===== config.mk =====
export PLATFORM = sky130hd
export DESIGN_NAME = apb_req_arbiter
export DESIGN_NICKNAME = d
export VERILOG_FILES = /design/src/rtl/apb_req_arbiter.sv
export SDC_FILE = /design/constraint.sdc
export NUM_CORES = 1
export LEC_CHECK = 0
export CAP_MARGIN = 10
export CORE_AREA = 2 2 142 144
export DETAILED_ROUTE_END_ITERATION = 10
export DIE_AREA = 0 0 144 146
export GPL_TIMING_DRIVEN = 0
export PLACE_DENSITY = 0.75
export SETUP_SLACK_MARGIN = 0.05
export SYNTH_ARGS = -nofsm -noshare
export SYNTH_HDL_FRONTEND = slang
export SYNTH_SLANG_ARGS = --single-unit

===== constraint.sdc =====
create_clock -name h_clk -period 3.5 [get_ports h_clk]
set_input_delay 0.875 -clock h_clk [delete_from_list [all_inputs] [get_ports h_clk]]
set_output_delay 0.875 -clock h_clk [all_outputs]
set_load 0.03 [all_outputs]

===== src/rtl/apb_req_arbiter.sv =====
// Round-robin arbiter that shares one AHB-to-APB bridge between NREQ requesters.
// Accepts one command at a time, decodes the APB slave, and returns done/err/rdata to the winner.
module apb_req_arbiter #(
  parameter int NREQ    = 3,
  parameter int MIN_LAT = 2,
  parameter int TIMEOUT = 15
) (
  input  logic                 h_clk,
  input  logic                 h_reset,
  input  logic [NREQ-1:0]      req,
  input  logic [NREQ-1:0]      req_write,
  input  logic [32*NREQ-1:0]   req_addr,
  input  logic [32*NREQ-1:0]   req_wdata,
  output logic [NREQ-1:0]      gnt,
  output logic [NREQ-1:0]      done,
  output logic                 err,
  output logic [31:0]          rdata,
  output logic                 valid,
  output logic                 h_write,
  output logic [31:0]          h_addr,
  output logic [31:0]          h_wdata,
  output logic [2:0]           tempsel,
  input  logic                 h_readyout,
  input  logic [31:0]          p_rdata
);

  localparam int IW = (NREQ > 1) ? $clog2(NREQ) : 1;
  localparam logic [7:0] MIN_C = 8'(MIN_LAT);
  localparam logic [7:0] TO_C  = 8'(TIMEOUT);

  typedef enum logic [1:0] {S_IDLE, S_ISSUE, S_WAIT, S_RESP} state_t;

  state_t            state_q, state_d;
  logic [IW-1:0]     ptr_q, ptr_d;
  logic [IW-1:0]     win_q, win_d;
  logic [7:0]        cnt_q, cnt_d;
  logic [NREQ-1:0]   gnt_q, gnt_d;
  logic [NREQ-1:0]   done_q, done_d;
  logic              err_q, err_d;
  logic [31:0]       rdata_q, rdata_d;
  logic              valid_q, valid_d;
  logic              hwrite_q, hwrite_d;
  logic [31:0]       haddr_q, haddr_d;
  logic [31:0]       hwdata_q, hwdata_d;
  logic [2:0]        tsel_q, tsel_d;

  logic [IW-1:0]     pick;
  logic              sel_write;
  logic [31:0]       sel_addr;
  logic [31:0]       sel_wdata;
  logic [2:0]        sel_tsel;

  // Scan from the farthest offset down so the nearest requester after ptr_q wins.
  always_comb begin
    pick = ptr_q;
    for (int j = NREQ; j >= 1; j--) begin
      if (req[(int'(ptr_q) + j) % NREQ]) pick = IW'((int'(ptr_q) + j) % NREQ);
    end
  end

  always_comb begin
    sel_write = 1'b0;
    sel_addr  = '0;
    sel_wdata = '0;
    for (int i = 0; i < NREQ; i++) begin
      if (pick == IW'(i)) begin
        sel_write = req_write[i];
        sel_addr  = req_addr[32*i +: 32];
        sel_wdata = req_wdata[32*i +: 32];
      end
    end
  end

  always_comb begin
    case (sel_addr[9:8])
      2'b00:   sel_tsel = 3'b001;
      2'b01:   sel_tsel = 3'b010;
      2'b10:   sel_tsel = 3'b100;
      default: sel_tsel = 3'b000;
    endcase
  end

  always_comb begin
    state_d  = state_q;
    ptr_d    = ptr_q;
    win_d    = win_q;
    cnt_d    = cnt_q;
    gnt_d    = gnt_q;
    done_d   = '0;
    err_d    = err_q;
    rdata_d  = rdata_q;
    valid_d  = 1'b0;
    hwrite_d = hwrite_q;
    haddr_d  = haddr_q;
    hwdata_d = hwdata_q;
    tsel_d   = tsel_q;
    case (state_q)
      S_IDLE: begin
        if (|req) begin
          win_d = pick;
          gnt_d = NREQ'(1) << pick;
          if (sel_tsel != 3'b000) begin
            hwrite_d = sel_write;
            haddr_d  = sel_addr;
            hwdata_d = sel_wdata;
            tsel_d   = sel_tsel;
            valid_d  = 1'b1;
            state_d  = S_ISSUE;
          end else begin
            // Unmapped slave: answer with an error without touching the bridge.
            err_d   = 1'b1;
            rdata_d = '0;
            state_d = S_RESP;
          end
        end
      end
      S_ISSUE: begin
        cnt_d   = '0;
        state_d = S_WAIT;
      end
      S_WAIT: begin
        cnt_d = cnt_q + 8'd1;
        // Early ready is the bridge's stale flag from the previous transfer.
        if (cnt_q >= MIN_C && h_readyout) begin
          err_d   = 1'b0;
          rdata_d = hwrite_q ? rdata_q : p_rdata;
          state_d = S_RESP;
        end else if (cnt_q == TO_C) begin
          err_d   = 1'b1;
          rdata_d = '0;
          state_d = S_RESP;
        end
      end
      S_RESP: begin
        done_d  = gnt_q;
        gnt_d   = '0;
        tsel_d  = '0;
        ptr_d   = win_q;
        state_d = S_IDLE;
      end
      default: state_d = S_IDLE;
    endcase
  end

  always_ff @(posedge h_clk or negedge h_reset) begin
    if (!h_reset) begin
      state_q  <= S_IDLE;
      ptr_q    <= IW'(NREQ - 1);
      win_q    <= '0;
      cnt_q    <= '0;
      gnt_q    <= '0;
      done_q   <= '0;
      err_q    <= 1'b0;
      rdata_q  <= '0;
      valid_q  <= 1'b0;
      hwrite_q <= 1'b0;
      haddr_q  <= '0;
      hwdata_q <= '0;
      tsel_q   <= '0;
    end else begin
      state_q  <= state_d;
      ptr_q    <= ptr_d;
      win_q    <= win_d;
      cnt_q    <= cnt_d;
      gnt_q    <= gnt_d;
      done_q   <= done_d;
      err_q    <= err_d;
      rdata_q  <= rdata_d;
      valid_q  <= valid_d;
      hwrite_q <= hwrite_d;
      haddr_q  <= haddr_d;
      hwdata_q <= hwdata_d;
      tsel_q   <= tsel_d;
    end
  end

  assign gnt     = gnt_q;
  assign done    = done_q;
  assign err     = err_q;
  assign rdata   = rdata_q;
  assign valid   = valid_q;
  assign h_write = hwrite_q;
  assign h_addr  = haddr_q;
  assign h_wdata = hwdata_q;
  assign tempsel = tsel_q;

endmodule


==> flow_metrics.env <==
# flow metrics
export IMPL_crit_path_max_fanout=10
export IMPL_htreeDepth=4
export IMPL_period_minus_slack_ns=3.264
export IMPL_dp_hpwl_um=17650
export IMPL_lay_top_count="clkdlybuf4s50_1"
export IMPL_top_cells_by_area="dfrtp_1 (45%), mux2_4 (11%), mux2i_1 (9.8%)"
export IMPL_area_growth_syn_to_layout_pct=65.05
export IMPL_timing_fmax_ghz=0.3063
export IMPL_edf_count=0
export IMPL_yosysUniqueCellTypes=53
export IMPL_synth_area_um2=6749
export IMPL_cts_tree="yes"
export IMPL_post_cts_resized=0
export IMPL_worst_pin_slew_ns=0.5971
export IMPL_port_buffers=340
export IMPL_synth_area_per_cell_um2=12.29
export IMPL_grt_setup_unrepaired="no"
export IMPL_end_kind="register"
export IMPL_seqPwrFrac_pct=21.5
export IMPL_postSynthSeqShare_pct=45.25
export IMPL_die_area_um2=21020
export IMPL_cp_depth=10
export IMPL_synth_area_leader_cell="dfrtp_1"
export IMPL_ys_cells=549
export IMPL_swShare_pct=42.22
export IMPL_ys_ff=122
export IMPL_critPathTopFamily="buffers and inverters"
export IMPL_switchingPower_mw=4.602
export IMPL_path_cells="clkdlybuf4s50_1, nand2b_1, a21oi_1, o211ai_2, nand2_2, clkbuf_4, buf_2, mux2i_1, o2bb2ai_1, mux2_4"
export IMPL_synthCells=549
export IMPL_cts_root_buf="clkbuf_16"
export IMPL_grt_pass1_vias=6191
export IMPL_syn_num_nets=791
export IMPL_flop_cell="dfrtp_1"
export IMPL_r2r_cells=11
export IMPL_yosysWarnings=0
export IMPL_grt_overflow=0
export IMPL_slew_headroom_pct=59.84
export IMPL_startpoint="req[0]"
export IMPL_fp_util_pct=34.91
export IMPL_finalHoldViolCount=0
export IMPL_power_frac_comb_pct=61.6
export IMPL_clock_sinks=122
export IMPL_gp_congestion=0.8650
export IMPL_placedCellCount=1155
export IMPL_required_ns=3.80
export IMPL_via_per_inst=5.136
export IMPL_slew_viol_final=0
export IMPL_layout_drive_gt1_share_pct=12.80
export IMPL_powerDensity_nw_per_um2=978.5
export IMPL_cts_path_max_buffers=2
export IMPL_fillCellCount=1674
export IMPL_dr_pass1_iters=5
export IMPL_pre_cts_slack_ns=-0.3318
export IMPL_pwr_share_clk_pct=16.9
export IMPL_post_route_period_util_pct=93.27
export IMPL_numCtsBuffers=17
export IMPL_crit_slowest_cell="clkdlybuf4s50_1"
export IMPL_max_stage_delay_ns=0.53
export IMPL_post_route_drc_count=0
export IMPL_yosysTopAreaCellShare_pct=44.86
export IMPL_grt_start_max_net_pins=68
export IMPL_r2r_start="ptr_q[0]$_DFFE_PN0P_"
export IMPL_clk_pin_slew_worst_paths_ns=0.06
export IMPL_cts_hold_repair_buffers=0
export IMPL_worst_setup_path_type="in2reg"
export IMPL_status="completed"
export IMPL_min_path_type="in2async"
export IMPL_die_h_um=146
export IMPL_p_int_mw=6.298
export IMPL_grt_total_usage_pct=21.77
export IMPL_antenna_found_initial=0
export IMPL_peakVddDrop_v=0.0004245
export IMPL_io_pins=341
export IMPL_tool_warnings=32
export IMPL_crit_arrival_ns=3.56
export IMPL_power_leakage_nw=4.632
export IMPL_grt_pass1_wl_um=34980
export IMPL_final_net_count=1151
export IMPL_ys_area_um2=6749
export IMPL_initialDrtViolationCount=322
export IMPL_antennaDiodeCount=0
export IMPL_wl_per_cell_um=19.35
export IMPL_max_cap_viol_count=0
export IMPL_die_width_um=144
==> run 1: kinds of logic (layout without fill, tap and decap cells) <==
logic type	Yosys count	after routing	share of synthesized area [%]
DFF	122	122	45.25
AOI/OAI and AO/OA	160	160	19.00
muxes	129	129	23.08
xor gates and xnor gates	3	3	0.3894
buffers and inverters	54	427	4.653
and+or+nand+nor	72	72	5.951
adders and majority gates	9	9	1.669
==> run 1: synthesized netlist by cell type (all sizes together) (2+ instances only) <==
library cell and count:
a32o 2, nand2 19, nand3b 2, and4b 2, xor2 3, dfrtp 121, mux2i 66, nand4 4
and2 3, buf 25, nor3 5, o21a 6, nor4b 2, nor3b 2, ha 9, nand2b 3
o22ai 5, a21o 2, a31oi 6, inv 12, o21ai 17, o2bb2ai 63, nor2b 7, a21oi 9
o211ai 5, mux2 63, nor4 2, or3 3, nor2 11, a22o 36, nand3 6, clkbuf 17
==> run 1: power by group through the flow <==
| stage | clock, mW | combinational (mW) | sequential [mW] |
|---|---|---|---|
| 4_1_cts | 1.88 | 6.79 | 2.34 |
| 6_report | 1.84 | 6.72 | 2.34 |
| 3_3_place_gp | 0 | 6.70 | 2.33 |
| 2_1_floorplan | 0 | 3.48 | 3.30 |
| 3_5_place_dp | 0 | 6.77 | 2.35 |
| 5_1_grt | 1.94 | 7.18 | 2.41 |
==> run 1: final timing paths <==
path / end / slack (ns)
max: h_addr[5]$_DFFE_PN0P_ / 0.24
min: rdata[2]$_DFFE_PN0P_ / 0.39
max reg2reg: h_addr[5]$_DFFE_PN0P_ / 0.42
min reg2reg: h_addr[26]$_DFFE_PN0P_ / 0.48
max in group asynchronous: ptr_q[1]$_DFFE_PN1P_ / 2.32
min in group h_clk: h_addr[26]$_DFFE_PN0P_ / 0.48
==> run 1: through the flow <==
stage / hold slack (ns) / setup TNS [ns] / instance area [µm²] / power [mW]
after global routing: 0.4379 / 0 / 11140 / 11.53
after floorplan: 0.4502 / 0 / 6749 / 6.784
after detailed placement: 0.4750 / -18.65 / 10510 / 9.119
final: 0.3909 / 0 / 11140 / 10.90
after CTS: 0.4110 / 0 / 11130 / 11.01
after global placement: 0.4667 / -431.92 / 10480 / 9.031
==> run 1: per-layer routing <==
metal | share of wire (%) | GRT usage (%) | vias up | routed length [µm]
li1 | - | - | 2816 | -
met1 | 42 | 27.82 | 2961 | 9549
met2 | 49 | 35.64 | 268 | 11220
met3 | 6.4 | 4.705 | 51 | 1481
met4 | 3.1 | 8.922 | 0 | 708
met5 | 0 | 0 | - | 0
==> run 1: state kept, by name, summed over array words and instances (netlist names) <==
name and cells:
cnt_q 8, done 3, err 1, gnt 3
h_addr 32, h_wdata 32, h_write 1, ptr_q 2
rdata 32, state_q 2, tempsel 3, valid 1
win_q 2
==> run 1: cell type report <==
| class | count | area (µm²) | share of cell area [%] |
|---|---|---|---|
| flip-flops and latches | 122 | 3054 | 27.42 |
| repair buffers | 341 | 3432 | 30.81 |
| inverters | 12 | 45.04 | 0.4044 |
| clock buffers | 19 | 452.9 | 4.066 |
| multi-input cells | 373 | 3386 | 30.39 |
| plain buffers | 42 | 271.5 | 2.437 |
| clock inverters | 13 | 166.4 | 1.494 |
| well taps | 265 | 331.6 | 2.977 |
**Run 1: cell classes on the final placement**

(2 px per µm) Fill, decap, tap and diode cells in grey.
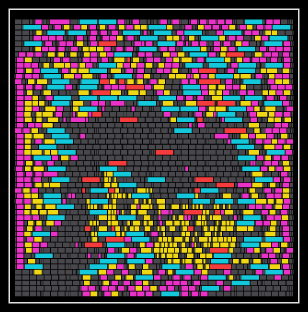
- yellow: remaining logic cells (cells 385)
- magenta: remaining buffers and delay cells (cells 383)
- red: clock drivers and dummy loads (cells 32)
- cyan: registers (cells 122)
final instance area: 11,140 µm²
Core Area: 19,330 µm²
sequential cell area share: 27.42%
fin util: 57.61%
Rows: 51

**Run 1: clock nets**

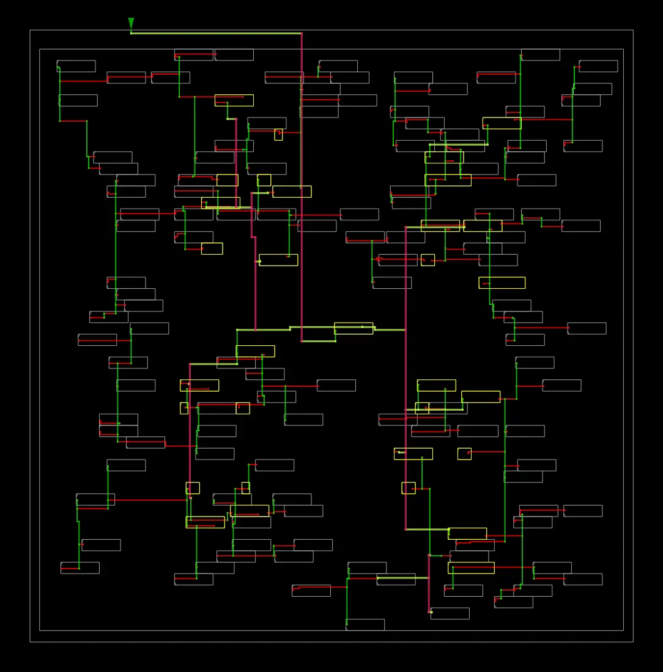
registers: 122
Clock Skews: 0.01511 ns
clk_lat worst skew: 0.42 ns

**Run 1: M2 wires**

(3 px per µm)
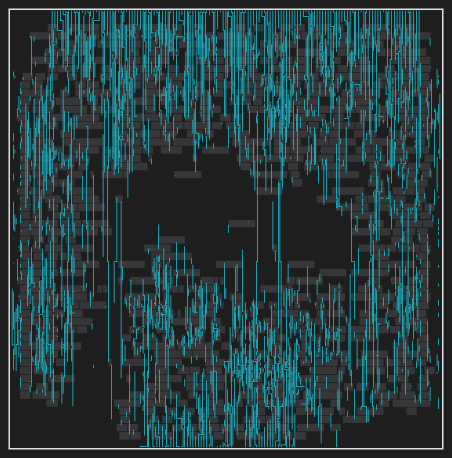
- main direction: vertical
- share of all routed wire: 49%
- longest straight run: 58.8 µm
Detailed Route WL: 22,960 µm
vias post-DR: 6,096
GRT met2 Usage: 35.64%

Power and IR drop assume default switching activity.
